[src/rtl/seg_pkg.sv]
// Shared constants and types for the 4-digit multiplexed seven-segment scanner.
// Holds the glyph/anode idle patterns, the digit count and the leading-zero helper.
package seg_pkg;

    localparam int NUM_DIGITS = 4;
    localparam int SEG_W      = 7;

    localparam logic [SEG_W-1:0]      SEG_BLANK = 7'b1111111;
    localparam logic [NUM_DIGITS-1:0] AN_OFF    = 4'b1111;

    typedef struct packed {
        logic [NUM_DIGITS-1:0][3:0] value;
        logic [NUM_DIGITS-1:0]      dp;
        logic [NUM_DIGITS-1:0]      blank;
        logic                       lz_en;
    } shadow_t;

    // Bit k set when nibbles k..top are all zero; digit 0 is never suppressible.
    function automatic logic [NUM_DIGITS-1:0] lz_mask(input logic [NUM_DIGITS-1:0][3:0] v);
        logic upper_zero;
        upper_zero = 1'b1;
        lz_mask    = '0;
        for (int k = NUM_DIGITS - 1; k >= 1; k--) begin
            upper_zero = upper_zero && (v[k] == 4'h0);
            lz_mask[k] = upper_zero;
        end
    endfunction

endpackage

[src/rtl/bin_to_hex_7seg.sv]
// Hex nibble to active-low {g,f,e,d,c,b,a} glyph decoder.
// Purely combinational, zero latency, no backpressure.
module bin_to_hex_7seg
    import seg_pkg::*;
(
    input  logic [3:0]       nib_i,
    output logic [SEG_W-1:0] seg_o
);

    always_comb begin
        seg_o = SEG_BLANK;
        unique case (nib_i)
            4'h0: seg_o = 7'b1000000;
            4'h1: seg_o = 7'b1111001;
            4'h2: seg_o = 7'b0100100;
            4'h3: seg_o = 7'b0110000;
            4'h4: seg_o = 7'b0011001;
            4'h5: seg_o = 7'b0010010;
            4'h6: seg_o = 7'b0000010;
            4'h7: seg_o = 7'b1111000;
            4'h8: seg_o = 7'b0000000;
            4'h9: seg_o = 7'b0010000;
            4'hA: seg_o = 7'b0001000;
            4'hB: seg_o = 7'b0000011;
            4'hC: seg_o = 7'b1000110;
            4'hD: seg_o = 7'b0100001;
            4'hE: seg_o = 7'b0000110;
            4'hF: seg_o = 7'b0001110;
            default: seg_o = SEG_BLANK;
        endcase
    end

endmodule

[src/rtl/seg_scan_driver.sv]
// Time-multiplexed 4-digit seven-segment scanner with per-slot anti-ghost blanking.
// Outputs registered, one cycle behind tick/idx; free-running, no backpressure.
module seg_scan_driver
    import seg_pkg::*;
#(
    parameter int REFRESH_DIV = 100000,
    parameter int BLANK_CYC   = 1000
) (
    input  logic                  clk,
    input  logic                  rst,
    input  logic [15:0]           value,
    input  logic [NUM_DIGITS-1:0] dp_in,
    input  logic [NUM_DIGITS-1:0] blank,
    input  logic                  lz_en,
    output logic [SEG_W-1:0]      seg,
    output logic                  dp,
    output logic [NUM_DIGITS-1:0] an,
    output logic                  frame_start
);

    localparam int TICK_W = $clog2(REFRESH_DIV);
    localparam int IDX_W  = $clog2(NUM_DIGITS);

    localparam logic [TICK_W-1:0] TICK_LAST = TICK_W'(REFRESH_DIV - 1);
    localparam logic [TICK_W-1:0] DRIVE_MIN = TICK_W'(BLANK_CYC);
    localparam logic [IDX_W-1:0]  IDX_LAST  = IDX_W'(NUM_DIGITS - 1);

    logic [TICK_W-1:0]     tick_q, tick_d;
    logic [IDX_W-1:0]      idx_q, idx_d;
    shadow_t               shadow_q, shadow_d;
    logic [SEG_W-1:0]      seg_q, seg_d;
    logic                  dp_q, dp_d;
    logic [NUM_DIGITS-1:0] an_q, an_d;
    logic                  frame_start_q;

    logic                  slot_end;
    logic                  frame_end;
    logic [3:0]            nib;
    logic [SEG_W-1:0]      glyph;
    logic [NUM_DIGITS-1:0] lz_sup;
    logic                  dark;

    assign slot_end  = (tick_q == TICK_LAST);
    assign frame_end = slot_end && (idx_q == IDX_LAST);
    assign nib       = shadow_q.value[idx_q];
    assign lz_sup    = lz_mask(shadow_q.value);

    bin_to_hex_7seg u_dec (
        .nib_i (nib),
        .seg_o (glyph)
    );

    always_comb begin
        tick_d = slot_end ? '0 : tick_q + TICK_W'(1);
        idx_d  = idx_q;
        if (slot_end) begin
            idx_d = (idx_q == IDX_LAST) ? '0 : idx_q + IDX_W'(1);
        end

        shadow_d = shadow_q;
        if (frame_end) begin
            shadow_d.value = value;
            shadow_d.dp    = dp_in;
            shadow_d.blank = blank;
            shadow_d.lz_en = lz_en;
        end
    end

    // The blank phase at the head of every slot also guarantees no two anodes
    // overlap across a digit change.
    always_comb begin
        an_d  = AN_OFF;
        seg_d = SEG_BLANK;
        dp_d  = 1'b1;
        dark  = shadow_q.blank[idx_q] | (shadow_q.lz_en & lz_sup[idx_q]);
        if (tick_q >= DRIVE_MIN) begin
            an_d[idx_q] = 1'b0;
            if (!dark) begin
                seg_d = glyph;
            end
            if (!shadow_q.blank[idx_q]) begin
                dp_d = ~shadow_q.dp[idx_q];
            end
        end
    end

    always_ff @(posedge clk) begin
        if (rst) begin
            tick_q        <= '0;
            idx_q         <= '0;
            shadow_q      <= '0;
            seg_q         <= SEG_BLANK;
            dp_q          <= 1'b1;
            an_q          <= AN_OFF;
            frame_start_q <= 1'b0;
        end else begin
            tick_q        <= tick_d;
            idx_q         <= idx_d;
            shadow_q      <= shadow_d;
            seg_q         <= seg_d;
            dp_q          <= dp_d;
            an_q          <= an_d;
            frame_start_q <= frame_end;
        end
    end

    assign seg         = seg_q;
    assign dp          = dp_q;
    assign an          = an_q;
    assign frame_start = frame_start_q;

endmodule

[config.mk]
export PLATFORM = sky130hd
export DESIGN_NAME = seg_scan_driver
export DESIGN_NICKNAME = d
export VERILOG_FILES = /design/src/rtl/seg_pkg.sv /design/src/rtl/bin_to_hex_7seg.sv /design/src/rtl/seg_scan_driver.sv
export SDC_FILE = /design/constraint.sdc
export NUM_CORES = 1
export LEC_CHECK = 0
export CORE_MARGIN = 2
export CORE_UTILIZATION = 57
export CTS_CLUSTER_DIAMETER = 50
export DETAILED_ROUTE_END_ITERATION = 6
export PLACE_DENSITY = 0.95
export SYNTH_ARGS = -nofsm -noshare
export SYNTH_HDL_FRONTEND = slang
export SYNTH_HIERARCHICAL = 1
export SYNTH_SLANG_ARGS = --single-unit
[constraint.sdc]
create_clock -name clk -period 3.95 [get_ports clk]
set_input_delay 1.185 -clock clk [delete_from_list [all_inputs] [get_ports clk]]
set_output_delay 1.185 -clock clk [all_outputs]
set_load 0.05 [all_outputs]
Run 1, clock wiring as the flow saved it:
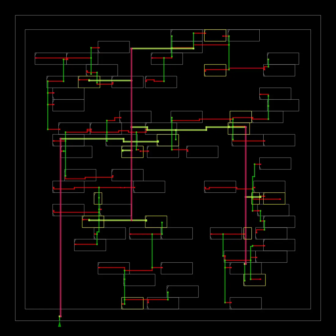
clock sink count: 57
clock buffer count from CTS: 9
number of sequential storage elements: 57

Run 1, metal layers overlaid:
Drawn at 4 px/um.
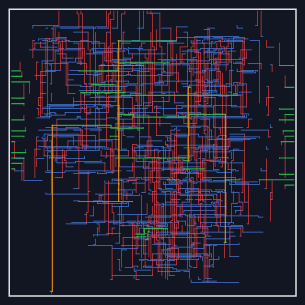
Key: metal 4 = orange [wire length 132 um]; metal 1 = blue [wire length 2300 um]; metal 3 = green [wire length 282 um]; metal 2 = red [wire length 2360 um]
wire per inst: 15.1 um
total routing resource utilization after global routing: 0.218
sum of routed wire length over all layers: 5070 um
vias after detailed routing: 1960

Run 1, sequential cells grouped by signal name:
Drawn at 4 px/um. Other sequential cells in the stronger grey, the rest of the logic in the fainter grey.
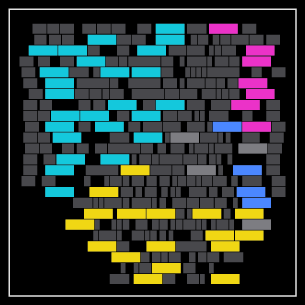
Key: seg = magenta [flops 7, where upper right]; tick_q = yellow [flops 17]; an = blue [flops 4, where middle right]; shadow_q = cyan [flops 25]
flip-flop and latch area: 0.00114 sq mm
fraction of area in registers: 0.365
sequential cell power: 0.581 mW
end-of-flow core utilization: 0.718

==> reports/metrics.csv, run 1 <==
stage,metric,value,unit
worst_setup_path,worst_path_max_delay_cell,a41oi_2,
synthesis,ys.flops,57,
final_layout,most-common-layout-cells,"57 x dfxtp_1, 39 x clkdlybuf4s50_1, 26 x nor2_1",
floorplan,floorplan.die.height,71.3,um
clocking,cts_max_path_buffers,2,
sta,finalMaxSlewViolations,0,
worst_hold_path,hp-start,tick_q[0]$_SDFF_PP0_,
routing,detailed_route_iter0_violations,185,
worst_setup_path,cp_top_family,AND-OR/OR-AND gates,
clocking,clock.latency.late_pin,330,ps
sta,final-hold-violation-count,0,
final_layout,mostFrequentLayoutCell,dfxtp_1,
final_layout,flow.area_growth_from_synthesis,20.9,%
final_layout,post_route_cells_drive_above_1_share,0.106,
sta,setup_viol_count_final,0,
floorplan,fp_util,0.594,
sta,period_used_share,0.672,
worst_hold_path,min_path_cells,1,
routing,detailroute.wirelength.met3,282,um
synthesis,synth-xor-area-share,0.0440,
routing,detail_route.drc_violations,0,
final_layout,diodes,0,
global_route,grt_start_max_net_pins,26,
worst_setup_path,cp_slowest_stage_delay,910,ps
worst_setup_path,critical_path_depth,3,
synthesis,synth-area-yosys,0.00258,sq mm
global_route,wire_length_of_the_first_global_routing_pass,8460,um
worst_setup_path,start_kind,input port,
placement,port_buffers,39,
synthesis,topCombFamilyByArea,simple AND/OR/NAND/NOR gates,
worst_setup_path,reg2reg_depth,6,
synthesis,syn_inst,246,
power,power.density_cell_area,354,mW/mm^2
power,total_power,1.11,mW
routing,antenna_left,0,
clocking,postCtsHoldBufs,0,
flow_run,max_cap_violations,0,
clocking,buffers_inserted_during_post_cts_setup_optimization,0,
clocking,htree_levels,3,
routing,met2WireLength,2360,um
synthesis,simple_gate_share_of_the_synthesized_area,0.180,
placement,placed_cell_area,0.00294,sq mm
sta,grt_setup_unrepaired,false,
final_layout,finalNetCount,320,
floorplan,floorplan.rows,24,
synthesis,ys_seq_frac,0.441,
placement,dp.final_hpwl,3530,um
worst_setup_path,crit_path_end,shadow_q[3]$_SDFFE_PP0P_,
routing,routed_vias_inst,5.83,
synthesis,yosys.area.top_type,dfxtp_1,
sta,timing.setup.tns,0,ps
synthesis,synth-compound-area-share,0.133,
synthesis,netlist_area,0.00258,sq mm
clocking,cts_resized,0,
clocking,cts-root-buf,clkbuf_8,
flow_run,stage_log_warnings,37,
sta,max_slew_margin,0.285,
synthesis,ys_types,45,
routing,met1_length,2300,um
worst_hold_path,worst_hold_path_type,reg2reg,
floorplan,io-pin-count,40,
final_layout,finalInstanceArea,0.00312,sq mm
final_layout,fin_cells,336,
global_route,via_count_of_the_first_global_routing_pass,1774,
placement,place_worst_setup_slack,983,ps
worst_setup_path,worst-setup-path-type,in2reg,
global_route,grt_use_met3,0.0633,
worst_setup_path,path_max_fanout,25,
worst_setup_path,crit_path_drt,4220,ps
worst_setup_path,launch_point_of_the_critical_path,rst,
worst_setup_path,worst_r2r_startpoint,idx_q[0]$_SDFFE_PP0N_,
worst_setup_path,timing.critical_path.buf_inv,1,
sta,fin_skew,4.96,ps
synthesis,ys_top_cells_by_area,"dfxtp_1 44%, a22o_1 8.5%, ha_1 6.3%, mux4_2 6.1%, nor2_1 3.8%",
worst_hold_path,hold-path-endpoint,tick_q[0]$_SDFF_PP0_,
final_layout,layout.filler_cells,314,
floorplan,chip_area,0.00509,sq mm
worst_setup_path,setup.reg_to_reg.worst_slack,1450,ps
synthesis,synthesis.nets,286,
synthesis,synthMuxAreaShare,0.0881,
routing,topRoutingLayerUsed,met4,
power,p_leak,1.13,nW
worst_setup_path,timing.critical_path.cells,clkdlybuf4s50_1 -> a41oi_2 -> a22o_1,
routing,first_pass_iters,4,
synthesis,adder_share,0.0629,
clocking,clkTransAtPathRegs,60,ps
global_route,gr_layer_usage_met1,0.285,
synthesis,yosysWarnings,6,
floorplan,die_w,71.3,um
synthesis,synth_area_per_cell,10.5,sq um
clocking,cts_tree,built,
sta,worst-slew-pin-transition,1070,ps
sta,period_needed,2650,ps
worst_setup_path,cp_data_arrival_time,2930,ps
synthesis,synth_top_area_share,0.441,
global_route,grt.met2_usage,0.327,
floorplan,core_area,0.00435,sq mm
placement,routabilityCongestion,0.821,
synthesis,synth.yosys.num_cells,246,
global_route,initial_antenna_violation_count,0,
global_route,grt-busiest-layer,met2,
sta,layout_setup_ws,1300,ps
run_status,outcome,completed,
power,vdd_ir_drop_max,208,uV
[run 1: Yosys cell counts, drive strengths merged]
| master | count |
|---|---|
| dfxtp | 57 |
| nor2 | 26 |
| a22o | 25 |
| buf | 13 |
| ha | 13 |
| nand2 | 12 |
| inv | 9 |
| nand3 | 8 |
| mux2i | 7 |
| mux4 | 7 |
| nand3b | 7 |
| xor2 | 7 |
| xnor2 | 6 |
| o21ai | 5 |
| a21oi | 4 |
| and4 | 4 |
| nand4 | 4 |
| nor4 | 4 |
| clkbuf | 3 |
| nor3 | 3 |
| and3 | 2 |
| nor3b | 2 |
| o211ai | 2 |
| a211o | 1 |
| a311oi | 1 |
| a31oi | 1 |
| a32o | 1 |
| a41oi | 1 |
| and3b | 1 |
| and4b | 1 |
| and4bb | 1 |
| nand2b | 1 |
| nor4b | 1 |
| nor4bb | 1 |
| o41ai | 1 |
| or2 | 1 |
| or3 | 1 |
| or3b | 1 |
| or4b | 1 |
[run 1: report_power, final]
part	switching (mW)	internal, mW	total (mW)	leakage (nW)
Combinational	0.0152	0.0260	0.0411	0.570
Sequential	0.00292	0.578	0.581	0.460
Clock	0.213	0.272	0.484	0.0980
[run 1: flip-flops by register name, indices dropped and copies added, names as in the netlist]
signal and cells:
an 4, shadow_q 25, tick_q 17, frame_start 1, seg 7, idx_q 2
dp 1
[run 1: area by class of cell]
type,instances,area [sq um],area share
clock buffers,12,165,0.0529
clock inverters,3,15.0,0.00481
inverters,9,33.8,0.0108
multi-input cells,164,1310,0.421
flip-flops and latches,57,1140,0.365
well taps,52,65.1,0.0208
repair buffers,39,390,0.125
[run 1: metrics by stage]
stage / utilization / hold WS, ps
after floorplan: - / 441
after global placement: 0.676 / 456
after detailed placement: 0.676 / 463
after CTS: 0.718 / 477
after global routing: 0.718 / 501
final: 0.718 / 470
==> inputs of run 2 (changes only) <==
--- a/config.mk
+++ b/config.mk
@@ -6,10 +6,10 @@
 export NUM_CORES = 1
 export LEC_CHECK = 0
 export CORE_MARGIN = 2
-export CORE_UTILIZATION = 57
+export CORE_UTILIZATION = 48
 export CTS_CLUSTER_DIAMETER = 50
 export DETAILED_ROUTE_END_ITERATION = 6
-export PLACE_DENSITY = 0.95
+export PLACE_DENSITY = 0.86
 export SYNTH_ARGS = -nofsm -noshare
 export SYNTH_HDL_FRONTEND = slang
 export SYNTH_HIERARCHICAL = 1
==> constraint.sdc (replaced) <==
create_clock -name clk -period 2.4 [get_ports clk]
set_input_delay 0.72 -clock clk [delete_from_list [all_inputs] [get_ports clk]]
set_output_delay 0.72 -clock clk [all_outputs]
set_load 0.05 [all_outputs]
Run 2, metal layers overlaid:
Drawn at 4 px/um.
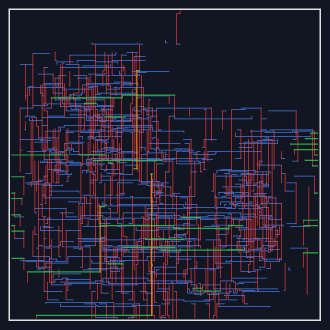
vias after detailed routing: 1985
wire per inst: 14.7 um
sum of routed wire length over all layers: 5310 um

==> reports/metrics.csv, run 2 <==
stage,metric,value,unit,change
final_layout,finalInstanceArea,0.00323,sq mm,was 0.00312 sq mm
power,p_leak,1.17,nW,was 1.13 nW
final_layout,n_clock_buffer,14,,was 12
global_route,grt_start_max_net_pins,26,,unchanged
final_layout,most-common-layout-cells,"57 x dfxtp_1, 39 x clkdlybuf4s50_1, 26 x nor2_1",,unchanged
synthesis,async_flop_share,0,,unchanged
synthesis,top_cell,dfxtp_1,,unchanged
final_layout,final-comb-area,0.00133,sq mm,was 0.00131 sq mm
floorplan,n_tap_cell,70,,was 52
final_layout,flow.area_growth_from_synthesis,25.0,%,was 20.9%
routing,detailed_route_iter0_violations,53,,was 185
power,powerClk,0.917,mW,was 0.484 mW
sta,hold_slack,475,ps,was 470 ps
final_layout,inv_count,9,,unchanged
synthesis,ys.flops,57,,unchanged
final_layout,fin_cells,361,,was 336
sta,timing.fmax,461,MHz,
global_route,grt_use_met3,0.0756,,was 0.0633
global_route,initial_antenna_violation_count,0,,unchanged
routing,antenna_left,0,,unchanged
clocking,cts_max_path_buffers,2,,unchanged
final_layout,layout.non_clock_buffers,45,,was 39
sta,fin_skew,7.39,ps,was 4.96 ps
global_route,grt-busiest-layer,met2,,unchanged
synthesis,yosysWarnings,6,,unchanged
final_layout,layout.core_utilization,0.629,,was 0.718
worst_setup_path,worst_r2r_startpoint,idx_q[0]$_SDFFE_PP0N_,,unchanged
power,power_report.internal_total,1.56,mW,was 0.875 mW
power,power_switching_share,0.198,,was 0.209
clocking,cts_resized,0,,unchanged
flow_run,stage_log_warnings,37,,unchanged
run_status,outcome,completed,,unchanged
clocking,cts_tree,built,,unchanged
clocking,postCtsHoldBufs,0,,unchanged
synthesis,synth-area-yosys,0.00258,sq mm,unchanged
global_route,global_route.usage.total,0.193,,was 0.218
worst_setup_path,crit_path_drt,2610,ps,was 4220 ps
floorplan,die_w,77.4,um,was 71.3 um
power,clock_power_share,0.472,,was 0.438
placement,placed_cell_area,0.00301,sq mm,was 0.00294 sq mm
clocking,cts-root-buf,clkbuf_8,,unchanged
floorplan,fp_util,0.503,,was 0.594
synthesis,synth_area_per_cell,10.5,sq um,unchanged
sta,timing.setup.tns,0,ps,unchanged
final_layout,post_route_cells_drive_above_1_share,0.124,,was 0.106
worst_setup_path,worst-setup-path-type,reg2reg,,was in2reg
placement,routabilityCongestion,0.820,,was 0.821
worst_setup_path,setup.reg_to_reg.worst_slack,230,ps,was 1450 ps
final_layout,mostFrequentLayoutCell,dfxtp_1,,unchanged
final_layout,layout.area.top_class,combinational gates,,unchanged
sta,setup_viol_count_final,0,,unchanged
flow_run,max_cap_violations,0,,unchanged
synthesis,ys_dominant_reg_cell,dfxtp_1,,unchanged
global_route,grt.met2_usage,0.310,,was 0.327
power,power.density_cell_area,601,mW/mm^2,was 354 mW/mm^2
sta,finalMaxSlewViolations,0,,unchanged
power,comb_power,0.0694,mW,was 0.0411 mW
clocking,clock.latency.late_pin,330,ps,about the same
clocking,buffers_inserted_during_post_cts_setup_optimization,0,,unchanged
sta,layout_setup_ws,232,ps,was 1300 ps
placement,dp.final_hpwl,3770,um,was 3530 um
sta,period_needed,2170,ps,
synthesis,ys_top_cells_by_area,"dfxtp_1 44%, a22o_1 8.5%, ha_1 6.3%, mux4_2 6.1%, nor2_1 3.8%",,unchanged
final_layout,signal_buf_overhead,0.135,,was 0.125
synthesis,yosys.area.top_type,dfxtp_1,,unchanged
final_layout,logic_gate_count,164,,unchanged
synthesis,synthesis.nets,286,,unchanged
routing,first_pass_iters,4,,unchanged
final_layout,nFlopsAndLatches,57,,unchanged
synthesis,synth.yosys.num_cells,246,,unchanged
synthesis,netlist_area,0.00258,sq mm,unchanged
global_route,wire_length_of_the_first_global_routing_pass,9030,um,was 8460 um
power,vdd_ir_drop_max,565,uV,was 208 uV
synthesis,ys_top_cells_by_count,"57 x dfxtp_1, 26 x nor2_1, 25 x a22o_1",,unchanged
synthesis,ys_seq_frac,0.441,,unchanged
synthesis,enable_flop_cells,0,,unchanged
final_layout,finalNetCount,326,,was 320
power,total_power,1.94,mW,was 1.11 mW
power,p_switching,0.384,mW,was 0.231 mW
placement,place.detailed.instances,345,,was 321
placement,place_worst_setup_slack,-33.6,ps,was 983 ps
worst_hold_path,worst_hold_path_type,reg2reg,,unchanged
worst_setup_path,critical_path.reg2reg.endpoint,seg[3]$_SDFF_PP1_,,unchanged
worst_setup_path,crit_path_end,seg[3]$_SDFF_PP1_,,was shadow_q[3]$_SDFFE_PP0P_
worst_setup_path,start_kind,register,,was input port
worst_setup_path,path_max_fanout,7,,was 25
sta,grt_setup_unrepaired,false,,unchanged
worst_setup_path,cp_data_arrival_time,2380,ps,was 2930 ps
final_layout,clock_tree_area_fraction,0.0643,,was 0.0577
sta,max_slew_margin,0.512,,was 0.285
floorplan,core_area,0.00514,sq mm,was 0.00435 sq mm
final_layout,largest_register_ffs,25,,unchanged
global_route,grt-ovfl-total,0,,unchanged
global_route,gr_layer_usage_met1,0.231,,was 0.285
power,power.share.combinational,0.036,,was 0.037
final_layout,registers.top_by_ff_count,shadow_q,,unchanged
final_layout,area.sequential,0.00114,sq mm,unchanged
routing,detail_route.drc_violations,0,,unchanged
routing,routed_vias_inst,5.50,,was 5.83
power,power.sequential.fraction,0.492,,was 0.525
power,pg_seq,0.956,mW,was 0.581 mW
clocking,clkSinkCount,57,,unchanged
worst_setup_path,launch_point_of_the_critical_path,idx_q[0]$_SDFFE_PP0N_,,was rst
power,power.largest_group,registers,,unchanged
clocking,clock_buffer_count_from_cts,9,,unchanged
final_layout,comb_area_frac,0.410,,was 0.421
synthesis,ys_types,45,,unchanged
floorplan,chip_area,0.00599,sq mm,was 0.00509 sq mm
global_route,via_count_of_the_first_global_routing_pass,1981,,was 1774
sta,worst-slew-pin-transition,730,ps,was 1070 ps
synthesis,synth_top_area_share,0.441,,unchanged
floorplan,floorplan.rows,26,,was 24
worst_setup_path,reg2reg_depth,6,,unchanged
synthesis,syn_inst,246,,unchanged
worst_setup_path,end_kind,register,,unchanged
sta,final-hold-violation-count,0,,unchanged
clocking,clkTransAtPathRegs,60,ps,about the same
sta,period_used_share,0.903,,
final_layout,area.share.sequential,0.353,,was 0.365
final_layout,layout.filler_cells,434,,was 314
floorplan,floorplan.die.height,77.4,um,was 71.3 um
clocking,htree_levels,3,,unchanged
final_layout,diodes,0,,unchanged
Run 2, I/O nets highlighted:
Drawn at 6 px/um.
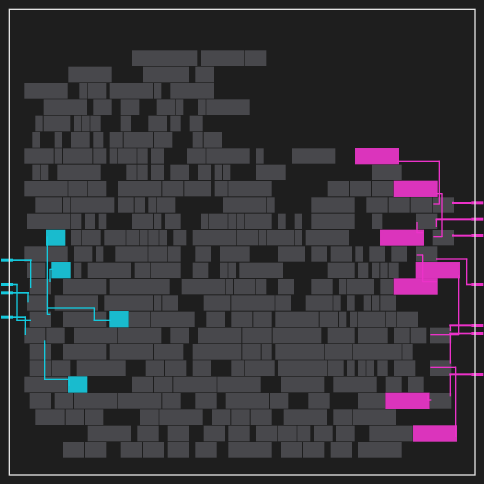
Key: dp_in = cyan [bits 4, direction input, end cells 4, buffers 4, wire 65.7 um]; seg = magenta [bits 7, direction output, end cells 7, buffers 7, wire 109 um]
total I/O pin count: 40
IO Port Bufs: 39

==> run 2: netlist changes by cell type in the layout (fill, tap and decap cells not counted), sizes merged <==
cell	delta
clkinv	-2
buf	+6
bufinv	+1
clkbuf	+2
==> run 2: worst min path at each step <==
stage,startpoint,end,depth (start not counted)
after global routing,shadow_q[3]$_SDFFE_PP0P_,shadow_q[3]$_SDFFE_PP0P_,1
final,shadow_q[3]$_SDFFE_PP0P_,shadow_q[3]$_SDFFE_PP0P_,1
after detailed placement,shadow_q[0]$_SDFFE_PP0P_,shadow_q[0]$_SDFFE_PP0P_,1
after CTS,shadow_q[3]$_SDFFE_PP0P_,shadow_q[3]$_SDFFE_PP0P_,1
after global placement,shadow_q[3]$_SDFFE_PP0P_,shadow_q[3]$_SDFFE_PP0P_,1
after floorplan,shadow_q[0]$_SDFFE_PP0P_,shadow_q[0]$_SDFFE_PP0P_,1
==> run 2: critical path, cell delays in order (launching register included) <==
cell      delay (ps)
dfxtp_1          430
mux4_2           630
inv_1            180
ha_1             160
inv_1             60
mux4_2           440
nand3b_1         160
==> run 2: logic make-up after synthesis <==
logic type | after synthesis | share of synthesized area
AND-OR/OR-AND | 42 | 0.133
XOR/XNOR | 13 | 0.0440
adder cells (fa/ha/maj) | 13 | 0.0629
buffers and inverters | 25 | 0.0503
flip-flops | 57 | 0.441
multiplexers | 14 | 0.0881
AND/OR/NAND/NOR | 82 | 0.180
==> run 2: layer usage <==
| layer | wire, um | vias to the layer above | part of all wire |
|---|---|---|---|
| met2 | 2570 | 55 | 0.48 |
| met1 | 2390 | 950 | 0.45 |
| met4 | 76 | 0 | 0.014 |
| met3 | 272 | 7 | 0.051 |
| li1 | - | 973 | - |
| met5 | 0 | - | 0 |
==> inputs of run 3 (changes only) <==
--- a/config.mk
+++ b/config.mk
@@ -9,6 +9,7 @@
 export CORE_UTILIZATION = 48
 export CTS_CLUSTER_DIAMETER = 50
 export DETAILED_ROUTE_END_ITERATION = 6
+export GPL_TIMING_DRIVEN = 0
 export PLACE_DENSITY = 0.86
 export SYNTH_ARGS = -nofsm -noshare
 export SYNTH_HDL_FRONTEND = slang
==> constraint.sdc (replaced) <==
create_clock -name clk -period 2.4 [get_ports clk]
set_input_delay 0.6 -clock clk [delete_from_list [all_inputs] [get_ports clk]]
set_output_delay 0.6 -clock clk [all_outputs]
set_load 0.05 [all_outputs]
Run 3, clock wiring as the flow saved it:
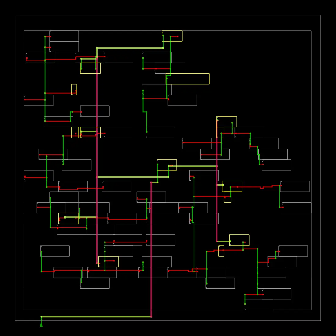
Clock net power: 0.819 mW
final worst clock skew: 7.93 ps
clk ins delay skew pair: 330 ps

==> reports/metrics.csv, run 3 <==
stage,metric,value,unit,change
clocking,htree_levels,3,,unchanged
final_layout,layout.filler_cells,445,,was 434
flow_run,stage_log_warnings,37,,unchanged
worst_setup_path,critical_path.reg2reg.endpoint,seg[3]$_SDFF_PP1_,,unchanged
floorplan,io-pin-count,40,,unchanged
clocking,clock_buffer_count_from_cts,9,,unchanged
final_layout,flow.area_growth_from_synthesis,25.3,%,was 25.0%
power,p_switching,0.381,mW,was 0.384 mW
final_layout,most-common-layout-cells,"56 x dfxtp_1, 38 x clkdlybuf4s50_1, 26 x nor2_1",,"was 57 x dfxtp_1, 39 x clkdlybuf4s50_1, 26 x nor2_1"
synthesis,netlist_area,0.00258,sq mm,unchanged
synthesis,synth-area-yosys,0.00258,sq mm,unchanged
worst_setup_path,worst_path_max_delay_cell,mux4_2,,unchanged
placement,dp.final_hpwl,3830,um,was 3770 um
global_route,via_count_of_the_first_global_routing_pass,1991,,was 1981
routing,topRoutingLayerUsed,met4,,unchanged
global_route,grt-busiest-layer,met2,,unchanged
synthesis,ys_dominant_reg_cell,dfxtp_1,,unchanged
synthesis,yosys.area.top_type,dfxtp_1,,unchanged
worst_setup_path,end_kind,register,,unchanged
power,power.density_cell_area,569,mW/mm^2,was 601 mW/mm^2
synthesis,async_flop_share,0,,unchanged
sta,period_needed,2270,ps,was 2170 ps
placement,routabilityCongestion,0.862,,was 0.820
routing,route.final.wire_length,5180,um,was 5310 um
power,clock_power_share,0.444,,was 0.472
synthesis,ys_types,45,,unchanged
worst_setup_path,reg2reg_depth,7,,was 6
synthesis,ys.flops,57,,unchanged
synthesis,syn_inst,246,,unchanged
global_route,gr_layer_usage_met1,0.238,,was 0.231
worst_setup_path,cp_top_family,multiplexers,,unchanged
worst_setup_path,worst_r2r_startpoint,idx_q[0]$_SDFFE_PP0N_,,unchanged
worst_setup_path,crit_path_drt,2600,ps,was 2610 ps
synthesis,yosysWarnings,6,,unchanged
power,vdd_ir_drop_max,387,uV,was 565 uV
sta,timing.fmax,441,MHz,was 461 MHz
routing,met2WireLength,2320,um,was 2570 um
run_status,outcome,completed,,unchanged
clocking,buffers_inserted_during_post_cts_setup_optimization,0,,unchanged
worst_setup_path,worst-setup-path-type,reg2reg,,unchanged
global_route,grt_use_met3,0.0558,,was 0.0756
clocking,cts_tree,built,,unchanged
worst_setup_path,timing.critical_path.buf_inv,3,,was 2
power,total_power,1.84,mW,was 1.94 mW
synthesis,ys_top_cells_by_area,"dfxtp_1 44%, a22o_1 8.5%, ha_1 6.3%, mux4_2 6.1%, nor2_1 3.8%",,unchanged
synthesis,ys_seq_frac,0.441,,unchanged
routing,detailed_route_iter0_violations,98,,was 53
clocking,cts-root-buf,clkbuf_8,,unchanged
sta,period_used_share,0.945,,was 0.903
final_layout,largest_register_ffs,25,,unchanged
clocking,cts_resized,1,,was 0
worst_setup_path,path_max_fanout,10,,was 7
synthesis,ys_top_cells_by_count,"57 x dfxtp_1, 26 x nor2_1, 25 x a22o_1",,unchanged
final_layout,finalInstanceArea,0.00324,sq mm,was 0.00323 sq mm
global_route,grt.met2_usage,0.282,,was 0.310
routing,routed_wire_length_per_instance,14.0,um,was 14.7 um
final_layout,diodes,0,,unchanged
global_route,grt_start_max_net_pins,11,,was 26
power,p_leak,1.19,nW,was 1.17 nW
routing,routed_vias_inst,5.43,,was 5.50
clocking,clkTransAtPathRegs,60,ps,about the same
clocking,clkSinkCount,57,,unchanged
floorplan,core_area,0.00514,sq mm,unchanged
sta,worst-slew-pin-transition,679,ps,was 730 ps
final_layout,finalNetCount,335,,was 326
sta,setup_viol_count_final,0,,unchanged
final_layout,mostFrequentLayoutCell,dfxtp_1,,unchanged
worst_setup_path,cp_slowest_stage_delay,600,ps,was 630 ps
power,power_switching_share,0.207,,was 0.198
routing,antenna_left,0,,unchanged
global_route,grt-ovfl-total,0,,unchanged
final_layout,final-comb-area,0.00131,sq mm,was 0.00133 sq mm
placement,port_buffers,38,,was 39
power,comb_power,0.0693,mW,was 0.0694 mW
routing,detailroute.wirelength.met3,215,um,was 272 um
clocking,cts_max_path_buffers,2,,unchanged
Run 3, sequential cells grouped by signal name:
Drawn at 4 px/um. Other sequential cells in the stronger grey, the rest of the logic in the fainter grey.
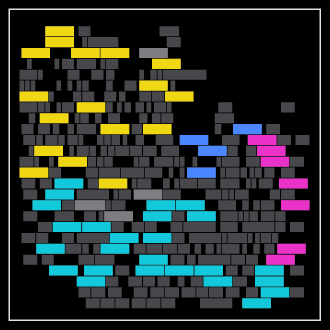
Key: tick_q = yellow [flops 17]; an = blue [flops 4]; shadow_q = cyan [flops 25]; seg = magenta [flops 7, where middle right]
flip-flop and latch area: 0.00114 sq mm
sequential cell power: 0.956 mW
end-of-flow core utilization: 0.630

==> run 3: cell counts after synthesis <==
No cell type changed its count.
==> run 3: cell families (layout without fill, tap and decap cells) <==
group / Yosys count / after routing / share of synthesized area
AOI/OAI and AO/OA: 42 / 42 / 0.133
xor gates and xnor gates: 13 / 13 / 0.0440
adders and majority gates: 13 / 13 / 0.0629
buffers and inverters: 25 / 78 / 0.0503
DFF: 57 / 57 / 0.441
muxes: 14 / 14 / 0.0881
and+or+nand+nor: 82 / 82 / 0.180
==> run 3: cell type report <==
cell class | count | share of cell area
multi-input combinational | 164 | 0.406
sequential | 57 | 0.353
timing repair buffer | 38 | 0.117
clock buffer | 11 | 0.0406
buffer | 16 | 0.0324
tap | 70 | 0.0270
clock inverter | 4 | 0.0139
inverter | 9 | 0.0104
==> run 3: worst max path at each step <==
stage / depth (start not counted) / slack (ps) / end / start
final: 7 / 130 / seg[3]$_SDFF_PP1_ / idx_q[0]$_SDFFE_PP0N_
after global routing: 7 / 10 / seg[3]$_SDFF_PP1_ / idx_q[0]$_SDFFE_PP0N_
after CTS: 7 / 20 / seg[3]$_SDFF_PP1_ / idx_q[0]$_SDFFE_PP0N_
after detailed placement: 7 / -70 / seg[3]$_SDFF_PP1_ / idx_q[0]$_SDFFE_PP0N_
after global placement: 7 / 5 / seg[3]$_SDFF_PP1_ / idx_q[0]$_SDFFE_PP0N_
after floorplan: 7 / 170 / seg[3]$_SDFF_PP1_ / idx_q[0]$_SDFFE_PP0N_
==> run 3: through the flow <==
step                cells  worst slack [ps]  utilization
floorplan             246               174            -
global placement      354              4.90        0.594
detailed placement    354             -71.3        0.594
CTS                   369              15.4        0.629
global route          369              12.3        0.630
finish                369               132        0.630

==> gallery <==
Gate-type map.
Drawn at 4 px/um.
shot_01.png
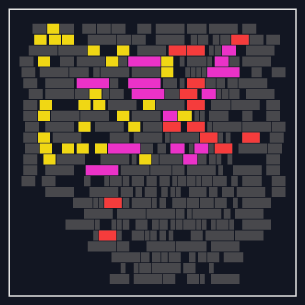
shot_02.png
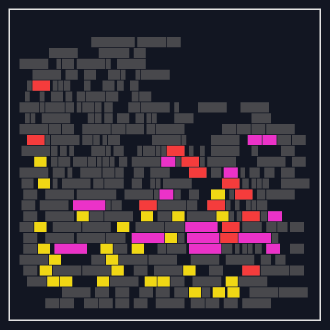
shot_03.png
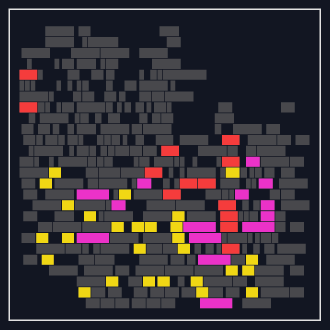
Of these, smallest die: shot_01.png
shot_01.png: run 1
shot_02.png: run 2
shot_03.png: run 3

Power is estimated from default activity; no workload was simulated.
